==> src/rtl/bcd_seq_converter.sv <==
// Sequential binary-to-BCD converter (double-dabble, one add-3 + shift per clock).
// Latency: start accepted at edge N -> done pulse and new digits in the cycle after edge N+BIN_WIDTH.
// Backpressure: none; start is ignored while busy, accepted in IDLE and in the DONE cycle (back-to-back).
//
// Ports:
//   clk        rising-edge clock
//   rst        asynchronous, active-high reset
//   start      conversion request, sampled only when not busy
//   binary     value to convert, captured on the accepted start edge
//   busy       high while a conversion is in progress
//   done       one-cycle pulse on the cycle the digit outputs update
//   thousands/hundreds/tens/units   registered BCD result, held until the next conversion completes
//   blank      leading-zero blank mask (bit3 = thousands), present only when
//              BCD_BLANK_LEADING_ZERO_EN is defined
//
// Parameter BIN_WIDTH: 1..13, so the result always fits in four BCD digits.

module bcd_seq_converter #(
  parameter int BIN_WIDTH = 8
) (
  input  logic                 clk,
  input  logic                 rst,
  input  logic                 start,
  input  logic [BIN_WIDTH-1:0] binary,
  output logic                 busy,
  output logic                 done,
  output logic [3:0]           thousands,
  output logic [3:0]           hundreds,
  output logic [3:0]           tens,
  output logic [3:0]           units
`ifdef BCD_BLANK_LEADING_ZERO_EN
  ,
  output logic [3:0]           blank
`endif
);

  // Wide enough to hold the iteration count BIN_WIDTH itself.
  localparam int CNT_W = $clog2(BIN_WIDTH + 1);

  if (BIN_WIDTH < 1 || BIN_WIDTH > 13) begin : g_width_check
    $error("bcd_seq_converter: BIN_WIDTH must be in 1..13");
  end

  typedef enum logic [1:0] {
    IDLE    = 2'd0,
    CONVERT = 2'd1,
    DONE    = 2'd2
  } state_t;

  state_t               state;
  logic [BIN_WIDTH-1:0] shift;     // remaining binary bits, MSB first
  logic [15:0]          scratch;   // four BCD digits under construction
  logic [CNT_W-1:0]     cnt;       // iterations still to run

  logic [15:0]          scratch_adj;
  logic [15:0]          scratch_nxt;

  // Per-nibble add-3 correction. Nibbles are independent: a digit >=5 becomes
  // 8..12, so the following shift carries it into the next digit naturally.
  function automatic logic [15:0] add3(input logic [15:0] s);
    logic [15:0] r;
    r = s;
    for (int i = 0; i < 4; i++) begin
      if (s[4*i +: 4] >= 4'd5) begin
        r[4*i +: 4] = s[4*i +: 4] + 4'd3;
      end
    end
    return r;
  endfunction

`ifdef BCD_BLANK_LEADING_ZERO_EN
  // Blank a digit only if it and every more significant digit are zero;
  // units is never blanked so a zero result still shows "0".
  function automatic logic [3:0] blank_of(input logic [15:0] d);
    logic b3, b2, b1;
    b3 = (d[15:12] == 4'd0);
    b2 = b3 & (d[11:8] == 4'd0);
    b1 = b2 & (d[7:4] == 4'd0);
    return {b3, b2, b1, 1'b0};
  endfunction
`endif

  // One double-dabble step: correct, then shift the next binary MSB into bit 0.
  always_comb begin
    scratch_adj = add3(scratch);
    scratch_nxt = (scratch_adj << 1) | {15'd0, shift[BIN_WIDTH-1]};
  end

  always_ff @(posedge clk or posedge rst) begin
    if (rst) begin
      state     <= IDLE;
      busy      <= 1'b0;
      done      <= 1'b0;
      shift     <= '0;
      scratch   <= '0;
      cnt       <= '0;
      thousands <= 4'd0;
      hundreds  <= 4'd0;
      tens      <= 4'd0;
      units     <= 4'd0;
`ifdef BCD_BLANK_LEADING_ZERO_EN
      blank     <= 4'b1110;
`endif
    end else begin
      done <= 1'b0;
      case (state)
        // DONE accepts a new start exactly like IDLE, giving back-to-back
        // conversions every BIN_WIDTH+1 cycles.
        IDLE, DONE: begin
          if (start) begin
            shift   <= binary;
            scratch <= '0;
            cnt     <= CNT_W'(BIN_WIDTH);
            busy    <= 1'b1;
            state   <= CONVERT;
          end else begin
            busy  <= 1'b0;
            state <= IDLE;
          end
        end

        CONVERT: begin
          scratch <= scratch_nxt;
          shift   <= shift << 1;
          cnt     <= cnt - CNT_W'(1);
          if (cnt == CNT_W'(1)) begin
            // Last step: publish the finished digits on this same edge so
            // they are already valid during the done cycle.
            thousands <= scratch_nxt[15:12];
            hundreds  <= scratch_nxt[11:8];
            tens      <= scratch_nxt[7:4];
            units     <= scratch_nxt[3:0];
`ifdef BCD_BLANK_LEADING_ZERO_EN
            blank     <= blank_of(scratch_nxt);
`endif
            busy      <= 1'b0;
            done      <= 1'b1;
            state     <= DONE;
          end
        end

        default: begin
          busy  <= 1'b0;
          state <= IDLE;
        end
      endcase
    end
  end

endmodule
==> config.mk <==
export PLATFORM = sky130hd
export DESIGN_NAME = bcd_seq_converter
export DESIGN_NICKNAME = d
export VERILOG_FILES = /design/src/rtl/bcd_seq_converter.sv
export SDC_FILE = /design/constraint.sdc
export NUM_CORES = 1
export LEC_CHECK = 0
export CAP_MARGIN = 40
export CORE_ASPECT_RATIO = 1.75
export CORE_UTILIZATION = 50
export DETAILED_ROUTE_END_ITERATION = 6
export PLACE_DENSITY = 0.73
export SLEW_MARGIN = 0
export SYNTH_ARGS = -nofsm -noshare
export SYNTH_HDL_FRONTEND = slang
export SYNTH_SLANG_ARGS = --single-unit
==> constraint.sdc <==
create_clock -name clk -period 4.1 [get_ports clk]
set_input_delay 1.23 -clock clk [delete_from_list [all_inputs] [get_ports clk]]
set_output_delay 1.23 -clock clk [all_outputs]
set_load 0.1 [all_outputs]
==> images/clock_nets.png <==
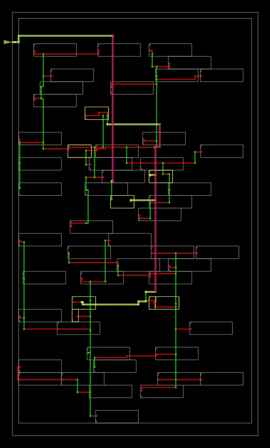
Worst Skew: 2.822 ps
Insertion Delay late pin: 300 ps
clock sinks: 48

==> images/sizing.png <==
Scale bar: 20 um.
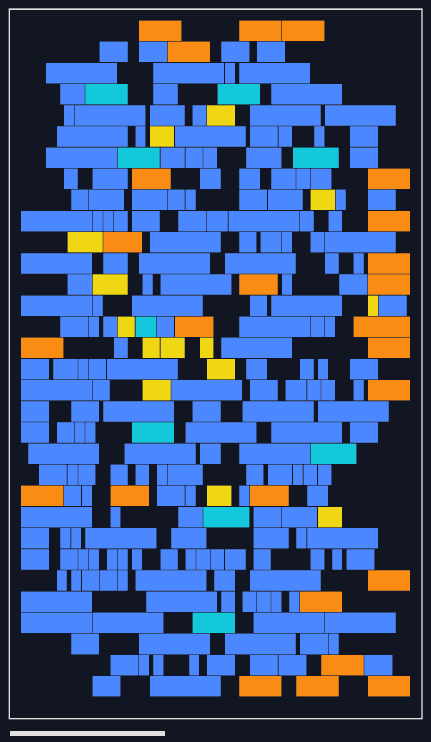
Blue shows x1 and smaller, cells 203, most used dfrtp_1. Cyan shows x3 and x4, cells 9, most used mux2_4. Yellow shows x2, cells 14. Orange shows x6 and larger, cells 25, most used buf_8.

==> images/class_map.png <==
Scale bar: 20 um.
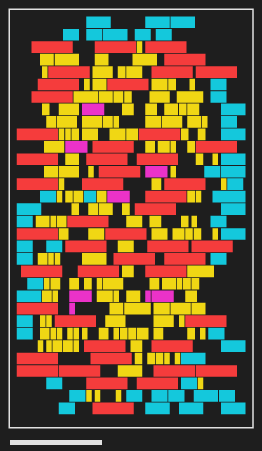
Magenta shows clock drivers and dummy loads, cells 8, share of their area 3.1%. Yellow shows remaining logic cells, cells 147, share of their area 35%. Cyan shows remaining buffers and delay cells, cells 48, share of their area 20%. Red shows registers, cells 48, share of their area 42%.

==> results.cfg <==
; physical design summary
[outcome]
status = completed

[routing]
viasPerCell = 5.397
wl_met1_um = 1859
wl_met2_um = 2198
dr_total_vias = 1630
drc = 0

[worst_setup_path]
r2r-end = thousands[2]
r2r_cells = 4
reg2reg_setup_slack_ps = 2060
crit_start = units[2]
path_delay_family = buffers and inverters
timing.critical_path.cells = clkdlybuf4s50_1 -> buf_8
endpoint_kind = output port

[logic_synthesis]
flop_cell = dfrtp_1
synth-edff-count = 0
area_leaders = dfrtp_1 (53%), ha_1 (5.5%), o22ai_1 (3.9%), mux2_4 (3.3%), nand2_1 (2.8%)
synth.cell_area_mm2 = 0.002267

[final_timing]
rsz0062_at_grt = false
finalMaxSlewViolations = 0
tns_ps = 0
setup_ws_ps = 1463
final_hold_viol_count = 0
min_period_ps = 2637
fmax_mhz = 379.2

[floorplan]
die_w_um = 52.90
die_area_mm2 = 0.004818
core_area_mm2 = 0.004364

[layout]
comb_share = 0.3270
final_cell_mix = dfrtp_1 (48), clkdlybuf4s50_1 (28), buf_8 (18)
design_area_mm2 = 0.002947
largest_reg_flops = 16
drive_above_1_share = 0.1912
area_growth_pct = 29.97
nonClkBufAreaFrac = 0.1962
inv_count = 13

[worst_hold_path]
hp-class = reg -> reg

[clock_tree]
path_clk_slew_ps = 80
cts_max_path_buffers = 2

[grt]
grt-busiest-layer = met2
grt_pass1_vias = 1491

[job]
log.warning_count = 31
==> cells by family after synthesis <==
kind of cell	synth area share
buffers and inverters	0.04525
AND/OR/NAND/NOR	0.1209
XOR/XNOR	0.01931
multiplexers	0.05077
flip-flops	0.5298
adder cells (fa/ha/maj)	0.05519
AND-OR/OR-AND	0.1788
==> stage by stage <==
stage	hold WS (ps)	instances
3_3_place_gp	465.3	275
2_1_floorplan	461.4	204
3_5_place_dp	470.2	294
4_1_cts	491.2	302
6_report	484.5	302
5_1_grt	530.3	302
==> synthesized netlist by cell type (all sizes together) (5+ instances only) <==
cell type and number:
dfrtp 48, o21ai 18, ha 10, a22o 7
xnor2 5, buf 8, a21oi 11, nand2 19
inv 12, nor2 16, nor3b 8, nand2b 6
mux2 5, o22ai 14
